### config.mk
export PLATFORM = sky130hd
export DESIGN_NAME = reg_write_arbiter
export DESIGN_NICKNAME = d
export VERILOG_FILES = /design/src/rtl/rf_pkg.sv /design/src/rtl/wb_slot.sv /design/src/rtl/reg_write_arbiter.sv
export SDC_FILE = /design/constraint.sdc
export NUM_CORES = 1
export LEC_CHECK = 0
export ABC_AREA = 1
export CAP_MARGIN = 0
export CORE_MARGIN = 5
export CORE_UTILIZATION = 44
export CTS_CLUSTER_SIZE = 12
export DETAILED_ROUTE_END_ITERATION = 8
export PLACE_DENSITY = 0.85
export SETUP_SLACK_MARGIN = 0.2
export SYNTH_ARGS = -nofsm -noshare
export SYNTH_HDL_FRONTEND = slang
export SYNTH_SLANG_ARGS = --single-unit
### constraint.sdc
create_clock -name CLK -period 1.7 [get_ports CLK]
set_input_delay 0.17 -clock CLK [delete_from_list [all_inputs] [get_ports CLK]]
set_output_delay 0.17 -clock CLK [all_outputs]
set_load 0.01 [all_outputs]
### src/rtl/rf_pkg.sv
// Shared definitions for the register-file writeback path: default widths,
// requester identifiers and the write request record.
package rf_pkg;

   localparam int W_DEFAULT = 8;
   localparam int D_DEFAULT = 3;

   localparam logic REQ_LOAD = 1'b0;
   localparam logic REQ_ALU  = 1'b1;

   typedef struct packed {
      logic [D_DEFAULT-1:0] addr;
      logic [W_DEFAULT-1:0] data;
   } wr_req_t;

endpackage

### src/rtl/wb_slot.sv
// One-entry writeback holding slot: captures a request on a valid/ready
// handshake and releases it when the arbiter grants it.
module wb_slot #(
   parameter int W = 8,
   parameter int D = 3
) (
   input  logic         clk_i,
   input  logic         rst_n_i,
   input  logic         valid_i,
   input  logic [D-1:0] addr_i,
   input  logic [W-1:0] data_i,
   input  logic         grant_i,
   output logic         ready_o,
   output logic         accept_o,
   output logic         full_o,
   output logic [D-1:0] addr_o,
   output logic [W-1:0] data_o
);

   logic         full_q, full_d;
   logic [D-1:0] addr_q, addr_d;
   logic [W-1:0] data_q, data_d;

   // A slot being drained this cycle can take a new entry on the same edge.
   assign ready_o  = !full_q || grant_i;
   assign accept_o = valid_i && ready_o;

   always_comb begin
      full_d = full_q;
      addr_d = addr_q;
      data_d = data_q;
      if (accept_o) begin
         full_d = 1'b1;
         addr_d = addr_i;
         data_d = data_i;
      end else if (grant_i) begin
         full_d = 1'b0;
      end
   end

   always_ff @(posedge clk_i) begin
      if (!rst_n_i) begin
         full_q <= 1'b0;
         addr_q <= '0;
         data_q <= '0;
      end else begin
         full_q <= full_d;
         addr_q <= addr_d;
         data_q <= data_d;
      end
   end

   assign full_o = full_q;
   assign addr_o = addr_q;
   assign data_o = data_q;

endmodule

### src/rtl/reg_write_arbiter.sv
// Shares the register file write port between the load-return and ALU
// writeback requesters, draining their slots oldest first.
module reg_write_arbiter
   import rf_pkg::*;
#(
   parameter int W = W_DEFAULT,
   parameter int D = D_DEFAULT
) (
   input  logic         CLK,
   input  logic         Reset_n,
   input  logic         Req0_valid,
   output logic         Req0_ready,
   input  logic [D-1:0] Req0_addr,
   input  logic [W-1:0] Req0_data,
   input  logic         Req1_valid,
   output logic         Req1_ready,
   input  logic [D-1:0] Req1_addr,
   input  logic [W-1:0] Req1_data,
   output logic         Reg_write_en,
   output logic [D-1:0] Reg_write_address,
   output logic [W-1:0] Reg_write_data,
   input  logic [D-1:0] Rd_addr_0,
   input  logic [D-1:0] Rd_addr_1,
   output logic         Hazard_0,
   output logic         Hazard_1,
   output logic         Grant_id,
   output logic         Idle
);

   logic         full0, full1, acc0, acc1, gnt0, gnt1, gid, granted;
   logic [D-1:0] addr0, addr1;
   logic [W-1:0] data0, data1;

   // age_q: 1 when slot 1 holds the older entry; same_q: both captured together
   logic age_q, age_d, same_q, same_d, ptr_q, ptr_d;

   wb_slot #(.W(W), .D(D)) u_slot0 (
      .clk_i(CLK), .rst_n_i(Reset_n), .valid_i(Req0_valid), .addr_i(Req0_addr),
      .data_i(Req0_data), .grant_i(gnt0), .ready_o(Req0_ready), .accept_o(acc0),
      .full_o(full0), .addr_o(addr0), .data_o(data0)
   );

   wb_slot #(.W(W), .D(D)) u_slot1 (
      .clk_i(CLK), .rst_n_i(Reset_n), .valid_i(Req1_valid), .addr_i(Req1_addr),
      .data_i(Req1_data), .grant_i(gnt1), .ready_o(Req1_ready), .accept_o(acc1),
      .full_o(full1), .addr_o(addr1), .data_o(data1)
   );

   always_comb begin
      if (full0 && full1) gid = same_q ? ptr_q : age_q;
      else                gid = full1 ? REQ_ALU : REQ_LOAD;
      gnt0    = full0 && (gid == REQ_LOAD);
      gnt1    = full1 && (gid == REQ_ALU);
      granted = full0 || full1;
   end

   always_comb begin
      age_d  = age_q;
      same_d = same_q;
      ptr_d  = ptr_q;
      if (full0 && full1 && same_q) ptr_d = ~ptr_q;
      // A lone capture is newer than whatever the other slot may still hold.
      if (acc0 && acc1) begin
         same_d = 1'b1;
      end else if (acc0) begin
         same_d = 1'b0;
         age_d  = 1'b1;
      end else if (acc1) begin
         same_d = 1'b0;
         age_d  = 1'b0;
      end
   end

   always_ff @(posedge CLK) begin
      if (!Reset_n) begin
         age_q  <= 1'b0;
         same_q <= 1'b0;
         ptr_q  <= 1'b0;
      end else begin
         age_q  <= age_d;
         same_q <= same_d;
         ptr_q  <= ptr_d;
      end
   end

   always_comb begin
      Reg_write_address = '0;
      Reg_write_data    = '0;
      if (gnt1) begin
         Reg_write_address = addr1;
         Reg_write_data    = data1;
      end else if (gnt0) begin
         Reg_write_address = addr0;
         Reg_write_data    = data0;
      end
   end

   // Entries being discarded by reset must never reach the register file.
   assign Reg_write_en = Reset_n && granted && (Reg_write_address != '0);
   assign Grant_id     = granted ? gid : 1'b0;
   assign Idle         = !full0 && !full1;

   logic [D-1:0] rd_addr [2];
   logic [1:0]   hazard;

   assign rd_addr[0] = Rd_addr_0;
   assign rd_addr[1] = Rd_addr_1;

   generate
      for (genvar gi = 0; gi < 2; gi++) begin : g_hazard
         assign hazard[gi] = (rd_addr[gi] != '0) &&
                             ((full0 && (addr0 == rd_addr[gi])) ||
                              (full1 && (addr1 == rd_addr[gi])));
      end
   endgenerate

   assign Hazard_0 = hazard[0];
   assign Hazard_1 = hazard[1];

endmodule
Figure 1. Clock wires, drivers and flops.
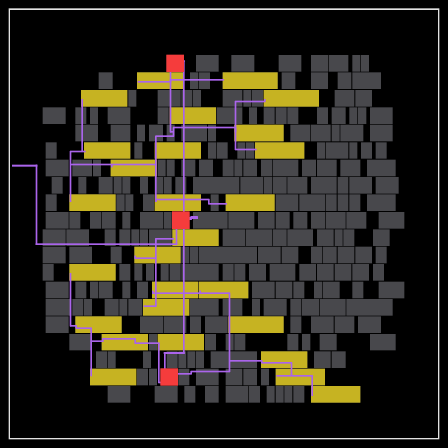
- purple: clock wires (length 320 um)
- red: clock-net drivers (count 3)
- yellow: flip-flops (count 27)
- routed clock nets: 4
worst-case clock skew: 1.35 ps
clock-net power: 0.000280 W
Latency at later pin: 330 ps

==> reports/metrics.yaml <==
cells_and_area:
  logic_gates: 147
  final_cell_mix: "34 x nor2_1, 29 x clkdlybuf4s50_1, 21 x nand2_1, 20 x buf_4, 18 x dfxtp_1"
  antenna_cells: 0
  final-comb-area_um2: 863
  fin_util: 0.741
  final_common_cell: "nor2_1"
  areaGrowthSynthToFinish_pct: 60.5
  signal_buffers: 79
  fin_nets: 303
final_timing:
  timing.hold.ws_ps: 421
  tightest_slew_ps: 264
  setup_viol: 9
  hold_viol: 0
  timing.final.ws_setup_ps: -101
clock_network:
  cts_resized: 104
  cts-root-buf: "clkbuf_4"
outcome:
  status: "finished with violations"
  violations: "setup timing"
yosys:
  synth.area.mux_share: 0
  syn_area_mm2: 0.00142
  ys_sh_adder: 0.0176
  ys_seq_frac: 0.381
  synthSimpleGateAreaFrac: 0.315
  yosysMostFrequentCell: "nor2_1"
  synthCells: 195
  yosys-stat-area_mm2: 0.00142
  syn_area_per_cell_um2: 7.28
critical_path:
  ff2ff_path_depth: 10
  path_buffers: 3
  crit_slowest_cell: "dfxtp_2"
  rrSetupSlack_ps: 20
  cp-endpoint: "Reg_write_en"
  r2r-start: "same_q$_SDFFE_PN0P_"
  worst_setup_path_start_kind: "flip-flop"
  arrival_ps: 1630
detailed_routing:
  top_layer: "met4"
  dr.pass1.iters: 4
  totalWireLength_mm: 4.31
floorplanning:
  rows: 20
  die-area_mm2: 0.00446
  chipHeight_um: 66.8
global_route:
  grt_pass1_vias: 1460
power:
  powerSeq_w: 0.000734
  power.share.sequential: 0.481
  power.leakage_nw: 1.01
flow_run:
  openroad.warnings: 29
min_path:
  hp-start: "Req1_data[4]"
Figure 2. Track usage over the die.
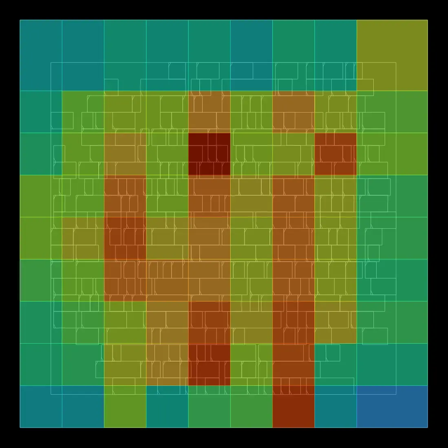
GRT met2 Usage: 0.328
GRT Max-Usage Layer: met2
wire per inst: 13.8 um
met1 Track Usage GR: 0.209
routing usage on met3: 0.0236

Power and IR drop assume default switching activity.
